--- config.mk ---
export PLATFORM = sky130hd
export DESIGN_NAME = msg_sequencer_flat
export DESIGN_NICKNAME = d
export VERILOG_FILES = /design/src/rtl/msg_sequencer_if.sv /design/src/rtl/msg_sequencer.sv /design/src/flat_wrapper.sv
export SDC_FILE = /design/constraint.sdc
export NUM_CORES = 1
export LEC_CHECK = 0
export CAP_MARGIN = 15
export CORE_MARGIN = 1
export CORE_UTILIZATION = 55
export DETAILED_ROUTE_END_ITERATION = 8
export PLACE_DENSITY_LB_ADDON = 0.12
export SLEW_MARGIN = 30
export SYNTH_ARGS = -nofsm -noshare
export SYNTH_HDL_FRONTEND = slang
export SYNTH_SLANG_ARGS = --single-unit
--- constraint.sdc ---
create_clock -name clk -period 4.35 [get_ports clk]
set_input_delay 1.0875 -clock clk [delete_from_list [all_inputs] [get_ports clk]]
set_output_delay 1.0875 -clock clk [all_outputs]
set_load 0.01 [all_outputs]
--- src/rtl/msg_sequencer_if.sv ---
// msg_sequencer_if: control/status bundle for the VDay message sequencer.
//   button, sec_tick, char_tick, hold : control inputs to the sequencer
//   enable   : overlay enables (intro overlays first, then message lines)
//   disp_len : packed per-line visible character counts
//   busy     : sequence in progress (intro or typing)
//   done     : full message shown
// master = controller/environment side, slave = sequencer side.
interface msg_sequencer_if #(
    parameter int unsigned NUM_INTRO = 3,
    parameter int unsigned NUM_LINES = 4,
    parameter int unsigned CNT_W     = 8
);
    logic                           button;
    logic                           sec_tick;
    logic                           char_tick;
    logic                           hold;
    logic [NUM_INTRO+NUM_LINES-1:0] enable;
    logic [NUM_LINES*CNT_W-1:0]     disp_len;
    logic                           busy;
    logic                           done;

    modport master (
        output button, sec_tick, char_tick, hold,
        input  enable, disp_len, busy, done
    );

    modport slave (
        input  button, sec_tick, char_tick, hold,
        output enable, disp_len, busy, done
    );
endinterface

--- src/rtl/msg_sequencer.sv ---
// msg_sequencer: central sequencer for the VDay message screen.
// Waits for a button press, steps the intro overlays on sec_tick, then
// reveals the message lines one character per char_tick, line after line.
// Ports:
//   clk   : system clock
//   reset : synchronous, active-high reset
//   bus   : msg_sequencer_if.slave (button/ticks/hold in; enable, disp_len,
//           busy, done out). All outputs come straight from registers.
module msg_sequencer #(
    parameter int unsigned                NUM_INTRO = 3,
    parameter int unsigned                NUM_LINES = 4,
    parameter int unsigned                CNT_W     = 8,
    parameter logic [NUM_LINES*CNT_W-1:0] LINE_LENS = {8'd24, 8'd23, 8'd21, 8'd18}
) (
    input logic             clk,
    input logic             reset,
    msg_sequencer_if.slave  bus
);

    localparam int unsigned EN_W   = NUM_INTRO + NUM_LINES;
    localparam int unsigned STEP_W = (NUM_INTRO > 1) ? $clog2(NUM_INTRO) : 1;
    localparam int unsigned LINE_W = (NUM_LINES > 1) ? $clog2(NUM_LINES) : 1;

    typedef enum logic [1:0] {
        S_IDLE,
        S_INTRO,
        S_TYPE,
        S_DONE
    } state_t;

    state_t              state_q, state_n;
    logic [STEP_W-1:0]   step_q, step_n;
    logic [LINE_W-1:0]   line_q, line_n;
    logic [EN_W-1:0]     enable_q, enable_n;
    logic [CNT_W-1:0]    len_q [NUM_LINES];
    logic [CNT_W-1:0]    len_n [NUM_LINES];
    logic [CNT_W-1:0]    full_len [NUM_LINES];
    logic [CNT_W-1:0]    inc;
    logic                btn_q;
    logic                press;

    always_comb begin
        for (int unsigned k = 0; k < NUM_LINES; k++) begin
            full_len[k] = LINE_LENS[k*CNT_W +: CNT_W];
        end
    end

    // btn_q keeps tracking the button during hold, so an edge that happens
    // while frozen is consumed rather than replayed on release.
    always_ff @(posedge clk) begin
        if (reset) begin
            state_q  <= S_IDLE;
            step_q   <= '0;
            line_q   <= '0;
            enable_q <= '0;
            btn_q    <= 1'b0;
            for (int unsigned k = 0; k < NUM_LINES; k++) begin
                len_q[k] <= '0;
            end
        end else begin
            state_q  <= state_n;
            step_q   <= step_n;
            line_q   <= line_n;
            enable_q <= enable_n;
            btn_q    <= bus.button;
            len_q    <= len_n;
        end
    end

    always_comb begin
        press    = bus.button & ~btn_q & ~bus.hold;
        state_n  = state_q;
        step_n   = step_q;
        line_n   = line_q;
        enable_n = enable_q;
        len_n    = len_q;
        inc      = '0;

        if (!bus.hold) begin
            unique case (state_q)
                // A press in IDLE or DONE restarts at intro step 0; any tick
                // in the same cycle is discarded.
                S_IDLE, S_DONE: begin
                    if (press) begin
                        state_n  = S_INTRO;
                        step_n   = '0;
                        line_n   = '0;
                        enable_n = EN_W'(1);
                        for (int unsigned k = 0; k < NUM_LINES; k++) begin
                            len_n[k] = '0;
                        end
                    end
                end
                S_INTRO: begin
                    if (bus.sec_tick) begin
                        if (step_q == STEP_W'(NUM_INTRO - 1)) begin
                            state_n  = S_TYPE;
                            enable_n = '1;
                            line_n   = '0;
                            for (int unsigned k = 0; k < NUM_LINES; k++) begin
                                len_n[k] = '0;
                            end
                        end else begin
                            step_n   = step_q + 1'b1;
                            // Enables are cumulative: shift in one more set bit.
                            enable_n = {enable_q[EN_W-2:0], 1'b1};
                        end
                    end
                end
                S_TYPE: begin
                    if (bus.char_tick) begin
                        // Lengths are at least 1 and each line stops exactly
                        // at its length, so the counter can never wrap.
                        inc           = len_q[line_q] + 1'b1;
                        len_n[line_q] = inc;
                        if (inc == full_len[line_q]) begin
                            if (line_q == LINE_W'(NUM_LINES - 1)) begin
                                state_n = S_DONE;
                            end else begin
                                line_n = line_q + 1'b1;
                            end
                        end
                    end
                end
                default: state_n = S_IDLE;
            endcase
        end
    end

    always_comb begin
        for (int unsigned k = 0; k < NUM_LINES; k++) begin
            bus.disp_len[k*CNT_W +: CNT_W] = len_q[k];
        end
    end

    assign bus.enable = enable_q;
    assign bus.busy   = (state_q == S_INTRO) || (state_q == S_TYPE);
    assign bus.done   = (state_q == S_DONE);

endmodule

--- src/flat_wrapper.sv ---
// flat-port wrapper written by rule: the top's interface ports become plain ports
module msg_sequencer_flat 
#(
    parameter int unsigned                NUM_INTRO = 3,
    parameter int unsigned                NUM_LINES = 4,
    parameter int unsigned                CNT_W     = 8,
    parameter logic [NUM_LINES*CNT_W-1:0] LINE_LENS = {8'd24, 8'd23, 8'd21, 8'd18}
)
  (clk, reset, bus_button, bus_sec_tick, bus_char_tick, bus_hold, bus_enable, bus_disp_len, bus_busy, bus_done);
  msg_sequencer_if #(.NUM_INTRO(NUM_INTRO), .NUM_LINES(NUM_LINES), .CNT_W(CNT_W)) bus_i ();
  input logic clk;
  input logic reset;
  input wire logic [$bits(bus_i.button)-1:0] bus_button;
  input wire logic [$bits(bus_i.sec_tick)-1:0] bus_sec_tick;
  input wire logic [$bits(bus_i.char_tick)-1:0] bus_char_tick;
  input wire logic [$bits(bus_i.hold)-1:0] bus_hold;
  output wire logic [$bits(bus_i.enable)-1:0] bus_enable;
  output wire logic [$bits(bus_i.disp_len)-1:0] bus_disp_len;
  output wire logic [$bits(bus_i.busy)-1:0] bus_busy;
  output wire logic [$bits(bus_i.done)-1:0] bus_done;
  assign bus_i.button = bus_button;
  assign bus_i.sec_tick = bus_sec_tick;
  assign bus_i.char_tick = bus_char_tick;
  assign bus_i.hold = bus_hold;
  assign bus_enable = bus_i.enable;
  assign bus_disp_len = bus_i.disp_len;
  assign bus_busy = bus_i.busy;
  assign bus_done = bus_i.done;
  msg_sequencer #(.NUM_INTRO(NUM_INTRO), .NUM_LINES(NUM_LINES), .CNT_W(CNT_W), .LINE_LENS(LINE_LENS)) u_core (.clk(clk), .reset(reset), .bus(bus_i));
endmodule
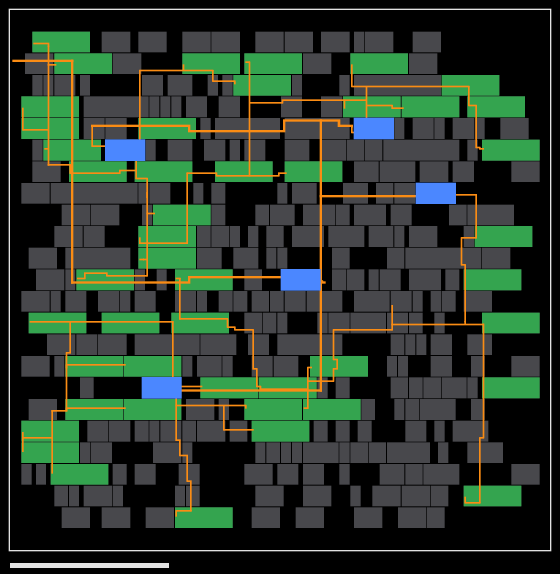
clock_wires.png
Bar = 20 µm.
[flip-flops] green | count: 46
[clock-net drivers] blue | count: 5
[clock wires] orange | length: 600 µm
flops lie: widely spread
routed clock nets: 6
Clock power frac: 33.9%
worst clock skew: 0.00777 ns

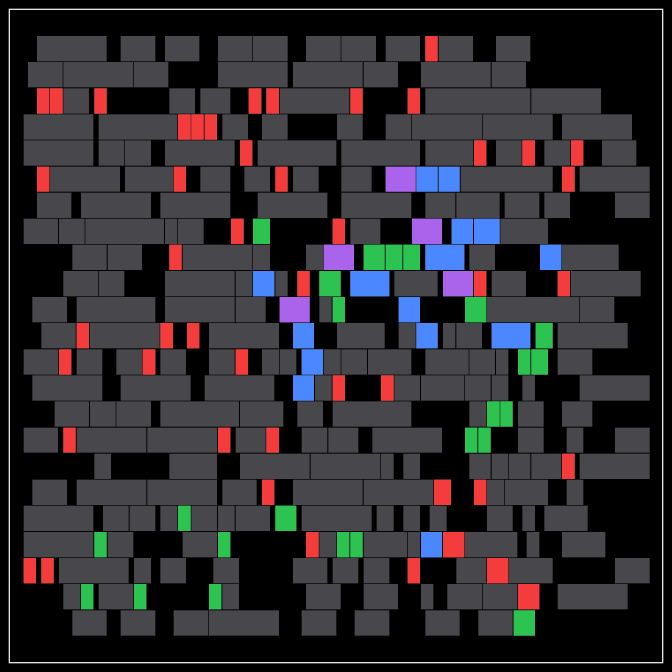
gates.png
[xor and xnor cells] purple | cells: 5 | most used: xnor2_1
[and/or cells] blue | cells: 15 | most used: and2_1
[nand cells] green | cells: 24 | most used: nand2_1
[nor cells] red | cells: 47 | most used: nor2_1 | where: widely spread
multi-input gate share of total cell area: 45.5%
Final Instance Count excl. Fillers: 353

==> run summary <==
Notes on the physical design

The most used flip-flop cell after synthesis is dfxtp_1. The arrival time at the worst endpoint is about 3.5 ns. The count of instances resized after the clock tree is built is 0. The critical path startpoint category is a flop. The clock passes through at most 2 buffers. Clock-pin slew was measured on the worst setup and hold paths at 0.09 ns.

The total number of warnings across the stage logs is 32. The cell type with the largest total area after synthesis is dfxtp_1. The H-tree was split into 2 levels. Logic depth along the worst register-to-register path is recorded as 7. The TritonCTS clock tree is done. For this design the total switching power over the nets is 296 µW.

STA lists the maximum fanout along the critical path as 7. The minimum setup slack in the final design is 1.11 ns. The combinational cell fraction of total power is 20.2%. The max-capacitance violation count is 0. The leakage power is ~1.0 nW. The flop and latch count out of synthesis is 46. The total setup buffers inserted after CTS is 0.

The commonest cells after synthesis are dfxtp_1 (46), nor2_1 (43), a22oi_1 (25), a21oi_1 (15), nand2_1 (14). The diode insertion count for antenna repair is 0. After its last routability iteration, the placer logged a weighted congestion of 0.986. According to the floorplan report, the die height is 68.0 µm.

The final global-route overflow total is 0. The post-synth design cell area is 0.00239 mm². The post-CTS hold buffer count recorded in the log is 0. In this run the tool buffered the top-level ports with 46 buffer cells. The post-synthesis to final-layout area growth is 24.4%. In this run, CTS created clock tree buffers numbering 5. The flow ran to the end, and the final reports show no timing, DRC or antenna violations.

The worst flop-to-flop path endpoint is u_core.line_q[0]$_SDFFE_PP0P_. The critical path is of the reg -> reg type. Looking at the reg2reg group, the worst path starts from u_core.line_q[1]$_SDFFE_PP0P_. The number of standard cells reported by yosys is 261. The total via count after detailed routing is 2160. By area the synthesized netlist is led by dfxtp_1 (38%), a22oi_1 (7.8%), nor2_1 (6.7%). The synthesized design devotes to its leading area cell type about two fifths of total area. The final worst hold slack is 0.462 ns. For this run, the number of Yosys warnings is 0. The number of global-route vias before repair is 1925. The synthesized net count is 278. The cell occurring most often along the worst timing path is mux2i_1. The worst-case setup slack after placement is 0.994 ns.

Yosys reports a chip area of 0.00239 mm². In this run, synthesis inferred 0 flip-flops with an integrated enable. The maximum number of pins on one net before global-route repair is 35. The number of antenna violations at the first check in global routing came to 0. Nets still carrying antenna violations after routing amount to 0. The cell internal power dissipation is 662 µW. In the final report, the number of pins over their slew limit comes to 0. Traced cell by cell, the critical path runs through mux4_2 -> ha_1 -> xnor2_1 -> mux2i_1 -> o2111ai_4 -> or4_4 -> mux2i_1. The final cycle utilization of the critical path is 74.5%. The post-route netlist has between 7 and 8% of its cells at a drive strength greater than 1.

Before placement the cells fill a little under 60% of the core. The standard cell core area is 0.00409 mm². Dividing total power by cell area gives a power density of roughly 320 mW/mm². roughly 47 I/O pins were placed. The startpoint of the lowest-slack hold path is u_core.bus.enable[6]$_SDFFE_PP0P_.

The required time at the worst endpoint is listed as 4.56 ns. The class of the tightest hold or removal check is reg -> reg. The number of vias per cell is between 6 and 7. The count of cells along the worst hold path is 2.

The number of buffers and inverters on the critical path is 0. The critical path's slowest cell is mux4_2. Counting endpoints that fail hold in the final report gives 0.

Headroom to the max-slew limit came out at 49.8%. The number of cell rows is 23. The HPWL after detailed placement is 4190 µm. The cell family with the largest share of critical-path delay is multiplexers. The flop-to-flop setup slack is 1.11 ns. The synthesized netlist contains 41 unique library cells.

The share of flip-flops with an asynchronous set or reset is 0%. The total setup violations reported at the end of the flow is 0. The global-route wire length before repair is 9690 µm. Synthesis produced 261 cells. The total design power is ~960 µW.

The worst VDD IR drop from the latest analysis is 0.000252 V. For hold timing, the worst endpoint is u_core.bus.enable[6]$_SDFFE_PP0P_. The capturing element type of the critical path is a flop. The total detailed-routing wirelength is ~6000 µm. The first TritonRoute pass finished after 7 iterations. The clock period minus worst slack is 3.24 ns. The fmax is between 300 and 400 MHz.

In the routed design, unresolved DRC markers number 0. The pin closest to its max-slew limit shows a slew of about 0.75 ns.
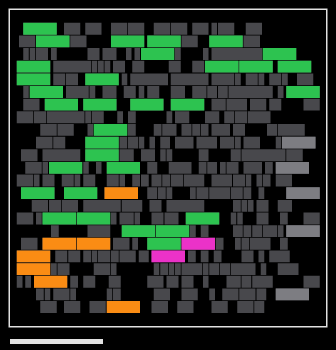
ff_map.png
Bar = 20 µm.
[u_core.step_q] magenta | placed flops: 2
[u_core.bus.enable] orange | placed flops: 7 | where: south-west
[u_core.bus.disp_len] green | placed flops: 32

-- kinds of logic after synthesis --
| logic type | synth area share (%) |
|---|---|
| adders and majority gates | 5.75 |
| buffers and inverters | 4.92 |
| xor gates and xnor gates | 1.83 |
| muxes | 8.94 |
| AOI/OAI and AO/OA | 23.2 |
| DFF | 38.5 |
| and+or+nand+nor | 16.9 |
-- registers in the layout, summed over array words and instances, names as in the netlist --
signal and flops:
u_core.bus.disp_len 32, u_core.step_q 2, u_core.state_q 2, u_core.line_q 2, u_core.btn_q 1, u_core.bus.enable 7
-- worst max path at each step --
stage	startpoint	endpoint	slack [ns]	cells after the start
finish	u_core.line_q[1]$_SDFFE_PP0P_	u_core.line_q[0]$_SDFFE_PP0P_	1.11	7
CTS	u_core.line_q[1]$_SDFFE_PP0P_	u_core.line_q[0]$_SDFFE_PP0P_	1.13	7
floorplan	bus_button	u_core.line_q[0]$_SDFFE_PP0P_	1.52	5
detailed placement	bus_button	u_core.bus.disp_len[10]$_SDFFE_PP0P_	0.99	8
global placement	bus_button	u_core.bus.disp_len[15]$_SDFFE_PP0P_	1.06	8
global route	u_core.line_q[1]$_SDFFE_PP0P_	u_core.line_q[1]$_SDFFE_PP0P_	1.0	7
-- cell usage in the layout (no fill, tap or decap), drive strengths merged, types with 3 or more instances in the layout --
cell type,n
xnor2,5
nor2b,3
and2,6
dfxtp,46
nand2,14
mux4,8
clkbuf,6
o21ai,10
nand3,5
a22oi,25
nor2,43
a21oi,16
buf,4
nand2b,3
mux2i,3
clkdlybuf4s50,46
a32oi,5
inv,10
and3,4
o211ai,8
ha,11
-- worst register-to-register path, cell delays in order (launching register included) --
cell       delay, ns
dfxtp_1         0.59
mux4_2          0.62
ha_1            0.29
xnor2_1         0.43
mux2i_1         0.33
o2111ai_4       0.19
or4_4           0.54
mux2i_1         0.14
-- per-stage QoR --
| step | instances | cell area, µm² | util (%) |
|---|---|---|---|
| final | 353 | 2980 | 72.8 |
| after global routing | 353 | 2980 | 72.8 |
| after CTS | 353 | 2980 | 72.8 |
| after detailed placement | 345 | 2870 | 70.1 |
| after global placement | 345 | 2870 | 70.1 |
| after floorplan | 261 | 2390 | - |
-- layout make-up --
class                           instances  area (µm²)  area share [%]
Timing Repair Buffer                   50         490            16.5
Multi-Input combinational cell        189        1350            45.5
Inverter                               10        37.5            1.26
Clock inverter                          2        37.5            1.26
Sequential cell                        46         921            31.0
Tap cell                               50        62.6            2.10
Clock buffer                            6        72.6            2.44
-- power by group through the flow --
| stage | logic [mW] | registers [mW] | clock network [mW] |
|---|---|---|---|
| 2_1_floorplan | 0.132 | 0.447 | 0 |
| 3_3_place_gp | 0.186 | 0.448 | 0 |
| 3_5_place_dp | 0.188 | 0.448 | 0 |
| 4_1_cts | 0.189 | 0.439 | 0.327 |
| 5_1_grt | 0.208 | 0.440 | 0.344 |
| 6_report | 0.194 | 0.439 | 0.325 |
-- per-layer routing --
layer	part of all wire, %	wire length [µm]	track usage (%)
met5	0	0	0
met4	0.99	61	7.55
met3	7.6	469	8.33
met2	46	2810	44.2
met1	46	2830	40.8
Power is estimated from default activity; no workload was simulated.
